## src/rtl/time_entry_pkg.sv

```systemverilog
// Shared types and constants for the mm:ss digit-entry encoder.
// Holds the FSM state enum, error codes, digit width and the shift-add helpers.
// The helpers keep the x10 / x60 scaling as shifts and adds, so no multiplier is needed.
package time_entry_pkg;

    localparam int DIG_W = 4;
    // 13 bits holds the largest entry, 99:59 = 5999.
    localparam int ACC_W = 13;

    typedef enum logic [2:0] {
        ENTRY = 3'd0,
        S_HI  = 3'd1,
        S_MUL = 3'd2,
        S_ST  = 3'd3,
        S_SO  = 3'd4,
        DONE  = 3'd5
    } state_t;

    localparam logic [1:0] ERR_NONE  = 2'b00;
    localparam logic [1:0] ERR_DIGIT = 2'b01;
    localparam logic [1:0] ERR_SECT  = 2'b10;
    localparam logic [1:0] ERR_RANGE = 2'b11;

    // x*10 = x*8 + x*2
    function automatic logic [ACC_W-1:0] times10(input logic [ACC_W-1:0] x);
        return (x << 3) + (x << 1);
    endfunction

    // x*60 = x*64 - x*4
    function automatic logic [ACC_W-1:0] times60(input logic [ACC_W-1:0] x);
        return (x << 6) - (x << 2);
    endfunction

endpackage

```

## src/rtl/time_entry_bcd_shift_reg.sv

```systemverilog
// Four-digit BCD entry register: a new digit shifts in from the right, and the oldest digit is dropped.
// Latency: one cycle from a shift or clear to the updated outputs.
// No backpressure. The caller decides when shift/clear are allowed; clear wins over shift.
module bcd_shift_reg
    import time_entry_pkg::*;
(
    input  logic             clk_i,
    input  logic             rst_i,
    input  logic             shift_i,
    input  logic             clear_i,
    input  logic [DIG_W-1:0] digit_i,
    output logic [DIG_W-1:0] min_tens_o,
    output logic [DIG_W-1:0] min_ones_o,
    output logic [DIG_W-1:0] sec_tens_o,
    output logic [DIG_W-1:0] sec_ones_o
);

    logic [DIG_W-1:0] min_tens_q, min_ones_q, sec_tens_q, sec_ones_q;

    // Digit registers: zero on reset or clear, otherwise shift left one digit position.
    always_ff @(posedge clk_i) begin
        if (rst_i || clear_i) begin
            min_tens_q <= '0;
            min_ones_q <= '0;
            sec_tens_q <= '0;
            sec_ones_q <= '0;
        end else if (shift_i) begin
            min_tens_q <= min_ones_q;
            min_ones_q <= sec_tens_q;
            sec_tens_q <= sec_ones_q;
            sec_ones_q <= digit_i;
        end
    end

    assign min_tens_o = min_tens_q;
    assign min_ones_o = min_ones_q;
    assign sec_tens_o = sec_tens_q;
    assign sec_ones_o = sec_ones_q;

endmodule

```

## src/rtl/time_entry.sv

```systemverilog
// Keypad mm:ss entry that is validated and converted serially to a binary seconds count.
// Latency: sec_valid (or a range err) arrives 6 cycles after commit; entry errors arrive 1 cycle after the strobe.
// No backpressure. Strobes are dropped while busy is high, and only one strobe is taken per cycle (clear > commit > digit).
module time_entry
    import time_entry_pkg::*;
#(
    parameter int SEC_W   = 12,
    parameter int MAX_SEC = 4095
) (
    input  logic             clk_i,
    input  logic             rst_i,
    input  logic             digit_valid_i,
    input  logic [DIG_W-1:0] digit_i,
    input  logic             clear_i,
    input  logic             commit_i,
    output logic [DIG_W-1:0] min_tens_o,
    output logic [DIG_W-1:0] min_ones_o,
    output logic [DIG_W-1:0] sec_tens_o,
    output logic [DIG_W-1:0] sec_ones_o,
    output logic             busy_o,
    output logic [SEC_W-1:0] sec_count_o,
    output logic             sec_valid_o,
    output logic             err_o,
    output logic [1:0]       err_code_o
);

    state_t           state_q;
    logic [ACC_W-1:0] acc_q;
    logic [SEC_W-1:0] sec_count_q;
    logic             sec_valid_q;
    logic             err_q;
    logic [1:0]       err_code_q;
    logic             busy_q;

    logic [DIG_W-1:0] min_tens, min_ones, sec_tens, sec_ones;
    logic             idle;
    logic             clr_en;
    logic             cmt_en;
    logic             dig_en;
    logic             dig_ok;

    // Input arbitration. Strobes are taken only in ENTRY, and the priority order is clear, then commit, then digit.
    assign idle   = (state_q == ENTRY);
    assign clr_en = idle && clear_i;
    assign cmt_en = idle && commit_i && !clear_i;
    assign dig_en = idle && digit_valid_i && !clear_i && !commit_i;
    assign dig_ok = (digit_i <= DIG_W'(9));

    bcd_shift_reg u_digits (
        .clk_i      (clk_i),
        .rst_i      (rst_i),
        .shift_i    (dig_en && dig_ok),
        .clear_i    (clr_en),
        .digit_i    (digit_i),
        .min_tens_o (min_tens),
        .min_ones_o (min_ones),
        .sec_tens_o (sec_tens),
        .sec_ones_o (sec_ones)
    );

    // Conversion FSM with its accumulator and registered result/error outputs.
    always_ff @(posedge clk_i) begin
        if (rst_i) begin
            state_q     <= ENTRY;
            acc_q       <= '0;
            sec_count_q <= '0;
            sec_valid_q <= 1'b0;
            err_q       <= 1'b0;
            err_code_q  <= ERR_NONE;
            busy_q      <= 1'b0;
        end else begin
            sec_valid_q <= 1'b0;
            err_q       <= 1'b0;
            case (state_q)
                ENTRY: begin
                    if (cmt_en) begin
                        // A seconds-tens digit above 5 is not a valid time, so the conversion is never started.
                        if (sec_tens > DIG_W'(5)) begin
                            err_q      <= 1'b1;
                            err_code_q <= ERR_SECT;
                        end else begin
                            state_q <= S_HI;
                            busy_q  <= 1'b1;
                        end
                    end else if (dig_en && !dig_ok) begin
                        err_q      <= 1'b1;
                        err_code_q <= ERR_DIGIT;
                    end
                end
                S_HI: begin
                    acc_q   <= times10(ACC_W'(min_tens)) + ACC_W'(min_ones);
                    state_q <= S_MUL;
                end
                S_MUL: begin
                    acc_q   <= times60(acc_q);
                    state_q <= S_ST;
                end
                S_ST: begin
                    acc_q   <= acc_q + times10(ACC_W'(sec_tens));
                    state_q <= S_SO;
                end
                S_SO: begin
                    acc_q   <= acc_q + ACC_W'(sec_ones);
                    state_q <= DONE;
                end
                DONE: begin
                    state_q <= ENTRY;
                    busy_q  <= 1'b0;
                    if (acc_q <= ACC_W'(MAX_SEC)) begin
                        sec_count_q <= acc_q[SEC_W-1:0];
                        sec_valid_q <= 1'b1;
                    end else begin
                        err_q      <= 1'b1;
                        err_code_q <= ERR_RANGE;
                    end
                end
                default: begin
                    state_q <= ENTRY;
                    busy_q  <= 1'b0;
                end
            endcase
        end
    end

    assign min_tens_o  = min_tens;
    assign min_ones_o  = min_ones;
    assign sec_tens_o  = sec_tens;
    assign sec_ones_o  = sec_ones;
    assign busy_o      = busy_q;
    assign sec_count_o = sec_count_q;
    assign sec_valid_o = sec_valid_q;
    assign err_o       = err_q;
    assign err_code_o  = err_code_q;

endmodule

```

## config.mk

```make
export PLATFORM = sky130hd
export DESIGN_NAME = time_entry
export DESIGN_NICKNAME = d
export VERILOG_FILES = /design/src/rtl/time_entry_pkg.sv /design/src/rtl/time_entry_bcd_shift_reg.sv /design/src/rtl/time_entry.sv
export SDC_FILE = /design/constraint.sdc
export NUM_CORES = 1
export LEC_CHECK = 0
export CORE_ASPECT_RATIO = 0.75
export CORE_MARGIN = 2
export CORE_UTILIZATION = 50
export CTS_CLUSTER_SIZE = 10
export DETAILED_ROUTE_END_ITERATION = 12
export GPL_TIMING_DRIVEN = 1
export PLACE_DENSITY = 0.74
export SLEW_MARGIN = 40
export SYNTH_ARGS = -nofsm -noshare
export SYNTH_HDL_FRONTEND = slang
export SYNTH_HIERARCHICAL = 1
export SYNTH_SLANG_ARGS = --single-unit
export TNS_END_PERCENT = 50
```

## constraint.sdc

```tcl
create_clock -name clk_i -period 6.9 [get_ports clk_i]
set_input_delay 0.69 -clock clk_i [delete_from_list [all_inputs] [get_ports clk_i]]
set_output_delay 0.69 -clock clk_i [all_outputs]
set_load 0.01 [all_outputs]
```

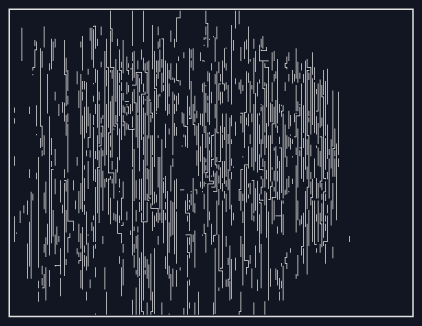
Fig. 1. M2 wires.
Scale: 4 px per um.
- nets with wire on the layer: 416
- main direction: vertical
- wire length on this layer: 4080 um
- longest straight run: 34.7 um
- share of all routed wire: 43%

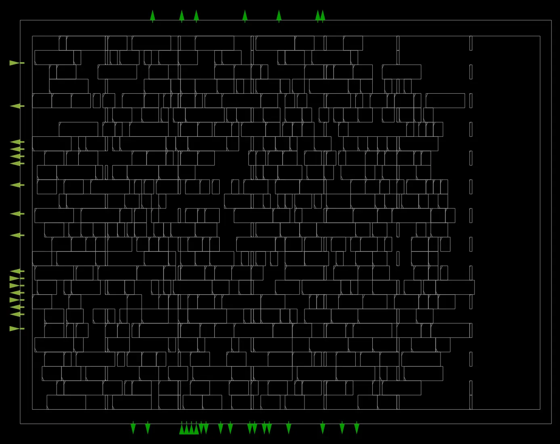
Fig. 2. Placement view.
total number of tap cells: 84
flop count: 49
post-layout util: 59.0%
number of fill cells: 584

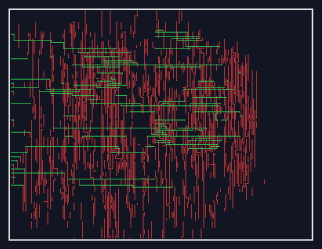
Fig. 3. Routed metal, one color a layer.
Scale: 3 px per um. Only two layers are drawn.
- red: met2 (wire length 4080 um)
- green: met3 (wire length 843 um)

==> results_dict.tcl <==
# yosys + openroad results
set metrics [dict create \
    cts-htree-levels 2 \
    synth-simple-area-share_pct 18.4 \
    syn-cell-area_um2 3500 \
    asyncSetResetFlopFracSynth_pct 0 \
    p_comb_mw 0.164 \
    clkLatencyLatePin_ps 320 \
    timing.fmax_ghz 0.310 \
    rr_endpoint "acc_q[12]" \
    max_clock_skew_ps 8.10 \
    grt_first_pass_wirelength_mm 15.4 \
    number_of_cells_on_the_worst_hold_path 2 \
    final_layout_size_suffix_gt1_share_pct 5.73 \
    warnings 27 \
    number_of_max_cap_violations 0 \
    yosys.area_share.aoi_pct 20.5 \
    pre_cts_slack_ps 3810 \
    vdd.ir_drop.worst_mv 0.104 \
    tally_of_non_filler_cells_in_the_final_layout 520 \
    xor_share_pct 4.76 \
    worst-endpoint-required_ps 7110 \
    clkPwrFrac_pct 29.8 \
    synth-seq-cells 49 \
    initial_utilization_pct 51.5 \
    path_class "register to register" \
    slew_headroom_pct 45.5 \
    dpl-instance-area_um2 3910 \
    cts_hold_buf 0 \
    core_region_area_um2 6800 \
    finalCriticalPeriod_ps 3230 \
    power.share.switching_pct 32.8 \
    postSynthNetCount 450 \
    drt_first_pass_iters 5 \
    post-route-worst-setup-slack_ps 3670 \
    synthesis.yosys.warnings 6 \
    run_status "finished clean" \
    grt_antenna_before_repair 0 \
    worst_setup_sp_type "register" \
    postSynthAreaPerCell_um2 8.62 \
    ys_chip_area_um2 3500 \
    cts-buffers-inserted 5 \
    ys_seq_share_pct 28.0 \
    route.antenna.remaining_nets 0 \
    post-synth-top-area-cell "sky130_fd_sc_hd__dfxtp_1" \
    setup.reg_to_reg.worst_slack_ps 3670 \
    route.detailed.drc 0 \
    layout.cells.most_common_list "49 x sky130_fd_sc_hd__nor2_1, 49 x sky130_fd_sc_hd__dfxtp_1, 41 x sky130_fd_sc_hd__clkdlybuf4s50_1, 30 x sky130_fd_sc_hd__mux2i_1" \
]
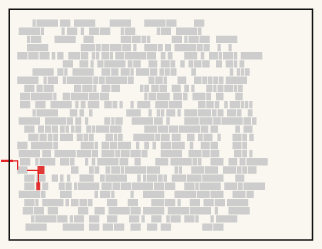
Fig. 4. I/O nets highlighted.
Scale: 3 px per um.
- red: clear_i (bits 1; direction input; end cells 2; wire 13.9 um)

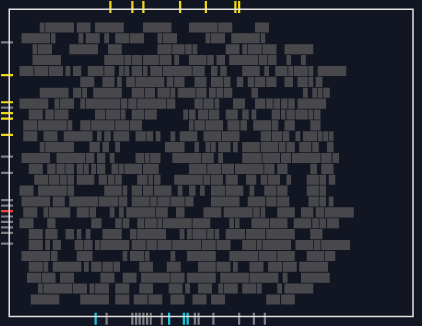
Fig. 5. Pin placement.
Scale: 4 px per um. Pins as bars across the die edge, other pins in gray.
- red: clear_i (pins 1; direction input; edge left)
- cyan: sec_tens_o (pins 4; direction output; edge bottom)
- yellow: sec_count_o (pins 12; direction output; edge 7 top, 5 left)
buffers added on ports: 41
Die Span Y: 76.4 um
horizontal die dimension: 101 um

-- sequential cells by signal, summed over array words and instances (netlist names) --
name,flops
sec_valid_o,1
busy_o,1
sec_count_o,12
u_digits/min_ones_o,4
u_digits/sec_ones_o,4
err_code_o,2
u_digits/min_tens_o,4
err_o,1
state_q,3
acc_q,13
u_digits/sec_tens_o,4
-- synth_stat cells, drive strengths merged (11+ instances only) --
library cell	n
nor3	11
ha	29
nand2	25
inv	17
mux2i	30
a21oi	29
o21ai	17
nor2	50
xnor2	14
dfxtp	49
buf	13
-- area by class of cell --
type                       instances  area, um2  share of cell area (%)
clock buffer                       7       96.3                    2.40
clock inverter                     1       8.76                   0.218
inverter                          17       63.8                    1.59
multi-input combinational        317       2310                    57.6
sequential                        49        981                    24.5
tap                               84        105                    2.62
timing repair buffer              45        444                    11.1
-- metal layers --
metal  wire length (um)  vias up  GRT usage (%)  share of wire, %
met5                  0        -              0                 0
met4                174        0           7.95               1.8
met3                842       22           5.50               8.8
met2               4080      157           36.8                42
met1               4510     1574           37.3                47
li1                   -     1534              -                 -
-- logic make-up (layout without fill, tap and decap cells) --
kind of cell / after synthesis / count (layout)
and+or+nand+nor: 126 / 126
AOI/OAI and AO/OA: 107 / 107
DFF: 49 / 49
buffers and inverters: 40 / 70
adders and majority gates: 35 / 35
muxes: 30 / 30
xor gates and xnor gates: 19 / 19
-- critical path, delay by kind of cell, from the launching register on --
kind                     cells  cell delay (ps)
AND-OR/OR-AND                6             1380
adder cells (fa/ha/maj)      2             1000
flip-flops                   1              520
buffers and inverters        2              220
